`config.mk`:
```
export PLATFORM = sky130hd
export DESIGN_NAME = pixel_plotter
export DESIGN_NICKNAME = d
export VERILOG_FILES = /design/src/rtl/line_draw_pkg.sv /design/src/rtl/fb_clear_counter.sv /design/src/rtl/pixel_plotter.sv
export SDC_FILE = /design/constraint.sdc
export NUM_CORES = 1
export LEC_CHECK = 0
export CORE_ASPECT_RATIO = 0.7
export CORE_UTILIZATION = 40
export CTS_CLUSTER_SIZE = 20
export DETAILED_ROUTE_END_ITERATION = 12
export PLACE_DENSITY = 0.71
export SYNTH_ARGS = -nofsm -noshare
export SYNTH_HDL_FRONTEND = slang
export SYNTH_SLANG_ARGS = --single-unit
```
`constraint.sdc`:
```
create_clock -name clk -period 3.3 [get_ports clk]
set_input_delay 0.495 -clock clk [delete_from_list [all_inputs] [get_ports clk]]
set_output_delay 0.495 -clock clk [all_outputs]
set_load 0.02 [all_outputs]
```
`src/rtl/line_draw_pkg.sv`:
```
`default_nettype none
// ============================================================================
// Module      : line_draw_pkg
// Description : Screen geometry and plotter state encoding shared by the
//               line-drawer datapath.
// Revision    : 1.0 - initial release
// ============================================================================
package line_draw_pkg;

    localparam int SCREEN_W  = 640;
    localparam int SCREEN_H  = 480;
    localparam int FB_PIXELS = SCREEN_W * SCREEN_H;
    localparam int FB_ADDR_W = 19;

    typedef enum logic [0:0] {
        S_IDLE  = 1'b0,
        S_CLEAR = 1'b1
    } plot_state_e;

endpackage
`default_nettype wire

```
`src/rtl/fb_clear_counter.sv`:
```
`default_nettype none
// ============================================================================
// Module      : fb_clear_counter
// Description : Framebuffer sweep counter with synchronous start, enable and
//               terminal-count flag at the last pixel address.
// Revision    : 1.0 - initial release
// ============================================================================
module fb_clear_counter
    import line_draw_pkg::*;
#(
    parameter int LAST = FB_PIXELS - 1
) (
    input  logic                 clk,
    input  logic                 reset,
    input  logic                 start,
    input  logic                 enable,
    output logic [FB_ADDR_W-1:0] count,
    output logic                 terminal
);

    logic [FB_ADDR_W-1:0] r_count_q;
    logic [FB_ADDR_W-1:0] w_count_d;

    always_comb begin
        w_count_d = r_count_q;
        if (start) begin
            w_count_d = '0;
        end else if (enable) begin
            w_count_d = r_count_q + 1'b1;
        end
    end

    always_ff @(posedge clk) begin
        if (reset) begin
            r_count_q <= '0;
        end else begin
            r_count_q <= w_count_d;
        end
    end

    assign count    = r_count_q;
    assign terminal = (r_count_q == FB_ADDR_W'(LAST));

endmodule
`default_nettype wire

```
`src/rtl/pixel_plotter.sv`:
```
`default_nettype none
// ============================================================================
// Module      : pixel_plotter
// Description : Converts (x, y, color) pixels into linear framebuffer writes,
//               drops off-screen pixels and runs a full-screen clear.
// Revision    : 1.0 - initial release
// ============================================================================
module pixel_plotter
    import line_draw_pkg::*;
#(
    parameter int WIDTH  = SCREEN_W,
    parameter int HEIGHT = SCREEN_H,
    parameter int CNT_W  = 16
) (
    input  logic                 clk,
    input  logic                 reset,
    input  logic                 pix_valid,
    output logic                 pix_ready,
    input  logic [9:0]           pix_x,
    input  logic [8:0]           pix_y,
    input  logic                 pix_color,
    input  logic                 clear_req,
    input  logic                 clear_color,
    output logic                 busy,
    output logic                 mem_we,
    output logic [FB_ADDR_W-1:0] mem_addr,
    output logic                 mem_wdata,
    output logic [CNT_W-1:0]     dropped_count
);

    localparam int c_last_addr = WIDTH * HEIGHT - 1;

    plot_state_e          r_state_q, w_state_d;
    logic                 r_we_q,    w_we_d;
    logic [FB_ADDR_W-1:0] r_addr_q,  w_addr_d;
    logic                 r_wdata_q, w_wdata_d;
    logic                 r_color_q, w_color_d;
    logic [CNT_W-1:0]     r_drop_q,  w_drop_d;

    logic                 w_accept;
    logic                 w_in_bounds;
    logic [FB_ADDR_W-1:0] w_pix_addr;
    logic                 w_cnt_start;
    logic                 w_cnt_en;
    logic                 w_cnt_last;
    logic [FB_ADDR_W-1:0] w_cnt;

    fb_clear_counter #(
        .LAST     (c_last_addr)
    ) u_clear_cnt (
        .clk      (clk),
        .reset    (reset),
        .start    (w_cnt_start),
        .enable   (w_cnt_en),
        .count    (w_cnt),
        .terminal (w_cnt_last)
    );

    assign pix_ready   = (r_state_q == S_IDLE) && !clear_req && !reset;
    assign w_accept    = pix_valid && pix_ready;
    assign w_in_bounds = ({1'b0, pix_x} < 11'(WIDTH)) && ({1'b0, pix_y} < 10'(HEIGHT));
    assign w_pix_addr  = FB_ADDR_W'(pix_y) * FB_ADDR_W'(WIDTH) + FB_ADDR_W'(pix_x);

    always_comb begin
        w_state_d   = r_state_q;
        w_we_d      = 1'b0;
        w_addr_d    = r_addr_q;
        w_wdata_d   = r_wdata_q;
        w_color_d   = r_color_q;
        w_drop_d    = r_drop_q;
        w_cnt_start = 1'b0;
        w_cnt_en    = 1'b0;
        case (r_state_q)
            S_IDLE: begin
                if (w_accept) begin
                    if (w_in_bounds) begin
                        w_we_d    = 1'b1;
                        w_addr_d  = w_pix_addr;
                        w_wdata_d = pix_color;
                    end else if (r_drop_q != {CNT_W{1'b1}}) begin
                        w_drop_d = r_drop_q + 1'b1;
                    end
                end
                // pix_ready is low whenever clear_req is high, so no pixel competes here
                if (clear_req) begin
                    w_color_d   = clear_color;
                    w_cnt_start = 1'b1;
                    w_state_d   = S_CLEAR;
                end
            end
            S_CLEAR: begin
                w_addr_d  = w_cnt;
                w_wdata_d = r_color_q;
                w_cnt_en  = 1'b1;
                if (w_cnt_last) begin
                    w_state_d = S_IDLE;
                end
            end
            default: w_state_d = S_IDLE;
        endcase
    end

    always_ff @(posedge clk) begin
        if (reset) begin
            r_state_q <= S_IDLE;
            r_we_q    <= 1'b0;
            r_addr_q  <= '0;
            r_wdata_q <= 1'b0;
            r_color_q <= 1'b0;
            r_drop_q  <= '0;
        end else begin
            r_state_q <= w_state_d;
            r_we_q    <= w_we_d;
            r_addr_q  <= w_addr_d;
            r_wdata_q <= w_wdata_d;
            r_color_q <= w_color_d;
            r_drop_q  <= w_drop_d;
        end
    end

    // Clear writes come straight from the sweep counter; pixel writes from the registers
    assign busy          = (r_state_q == S_CLEAR);
    assign mem_we        = busy || r_we_q;
    assign mem_addr      = busy ? w_cnt     : r_addr_q;
    assign mem_wdata     = busy ? r_color_q : r_wdata_q;
    assign dropped_count = r_drop_q;

endmodule
`default_nettype wire
```
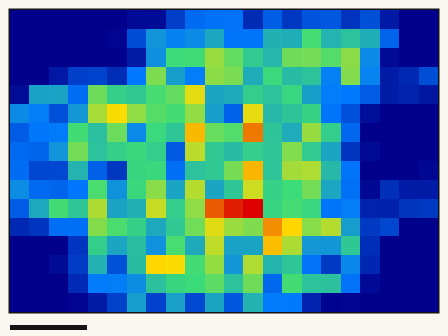
Figure 1: wiring heat map.
Scale bar: 20 microns. 22 x 16 tiles, from dark blue (low) to red (high), scaled to the fullest tile. Values are wire area over tile area, all layers added.
fullest tile: 0.50
mean over tiles: 0.15
nearly empty tiles: 20%
tiles over half the peak: 21%
DR vias: 3035
overall routing resource usage: 19.9%
DR WL/cell: 14.4 microns

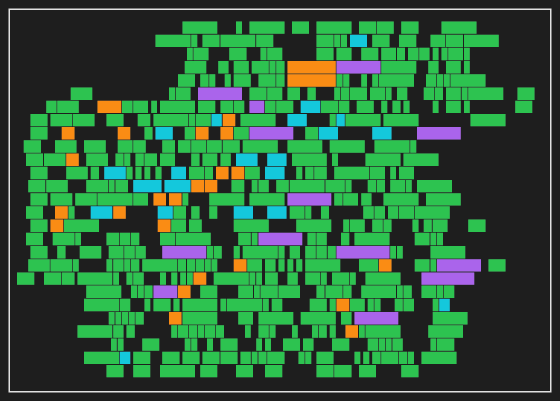
Figure 2: cell sizes after repair.
| color | size | cells | share |
|---|---|---|---|
| orange | x3 and x4 | 26 | 5.4% |
| cyan | x2 | 21 | 4.4% |
| green | x1 and smaller | 419 | 87% |
| purple | x6 and larger | 13 | 2.7% |
count of non-CTS buffers in the layout: 84
post-route cell area: 4510 sq um
area grow syn2layout: 35.2%

==> flow_summary.yaml <==
# flow metrics
run_status:
  status: "complete, but fails checks"
  violations: "design-rule violations"
final_layout:
  instances_no_fill: 580
  seq_share_pct: 25.7
  seq_area_sq_um: 1160
  num-fill-cells: 719
  nClkBuffers: 10
worst_setup_path:
  cp_num_buf_inv: 1
  ff2ff_setup_slack_ns: 1.12
  criticalPathCategory: "input port to flop"
  crit_arrival_ns: 3.37
  cpLargestDelayFamily: "adder cells"
  crit_required_ns: 3.55
synthesis:
  logic_family: "simple AND/OR/NAND/NOR gates"
  synthCells: 394
  ys_sh_xor_pct: 9.97
  syn_nets: 440
timing:
  worst_slack_ns: 0.186
  final_max_slew_viol_count: 0
  slew_headroom_pct: 51.9
  post-route-period-util_pct: 94.4
floorplanning:
  n_tap_cell: 101
  core_area_sq_um: 7970
power_and_ir_drop:
  pwr-share-seq_pct: 34.8
  leakage_uw: 0.00166
  swShare_pct: 24.6
  pwr-share-comb_pct: 15.6
global_route:
  antenna_found_initial: 0
  grtUsageMet3_pct: 4.94
clocking:
  clk_pin_slew_worst_paths_ns: 0.05
  root_buffer: "clkbuf_16"
  post-cts-setup-buffer-count: 0
  hold_buffers: 0
routing:
  drtIter0Drc: 164
  drc_errors: 2
  firstDrtPassIters: 9
  wl_met3_microns: 329
min_path:
  hold_start: "r_addr_q[2]"
Power and IR drop assume default switching activity.
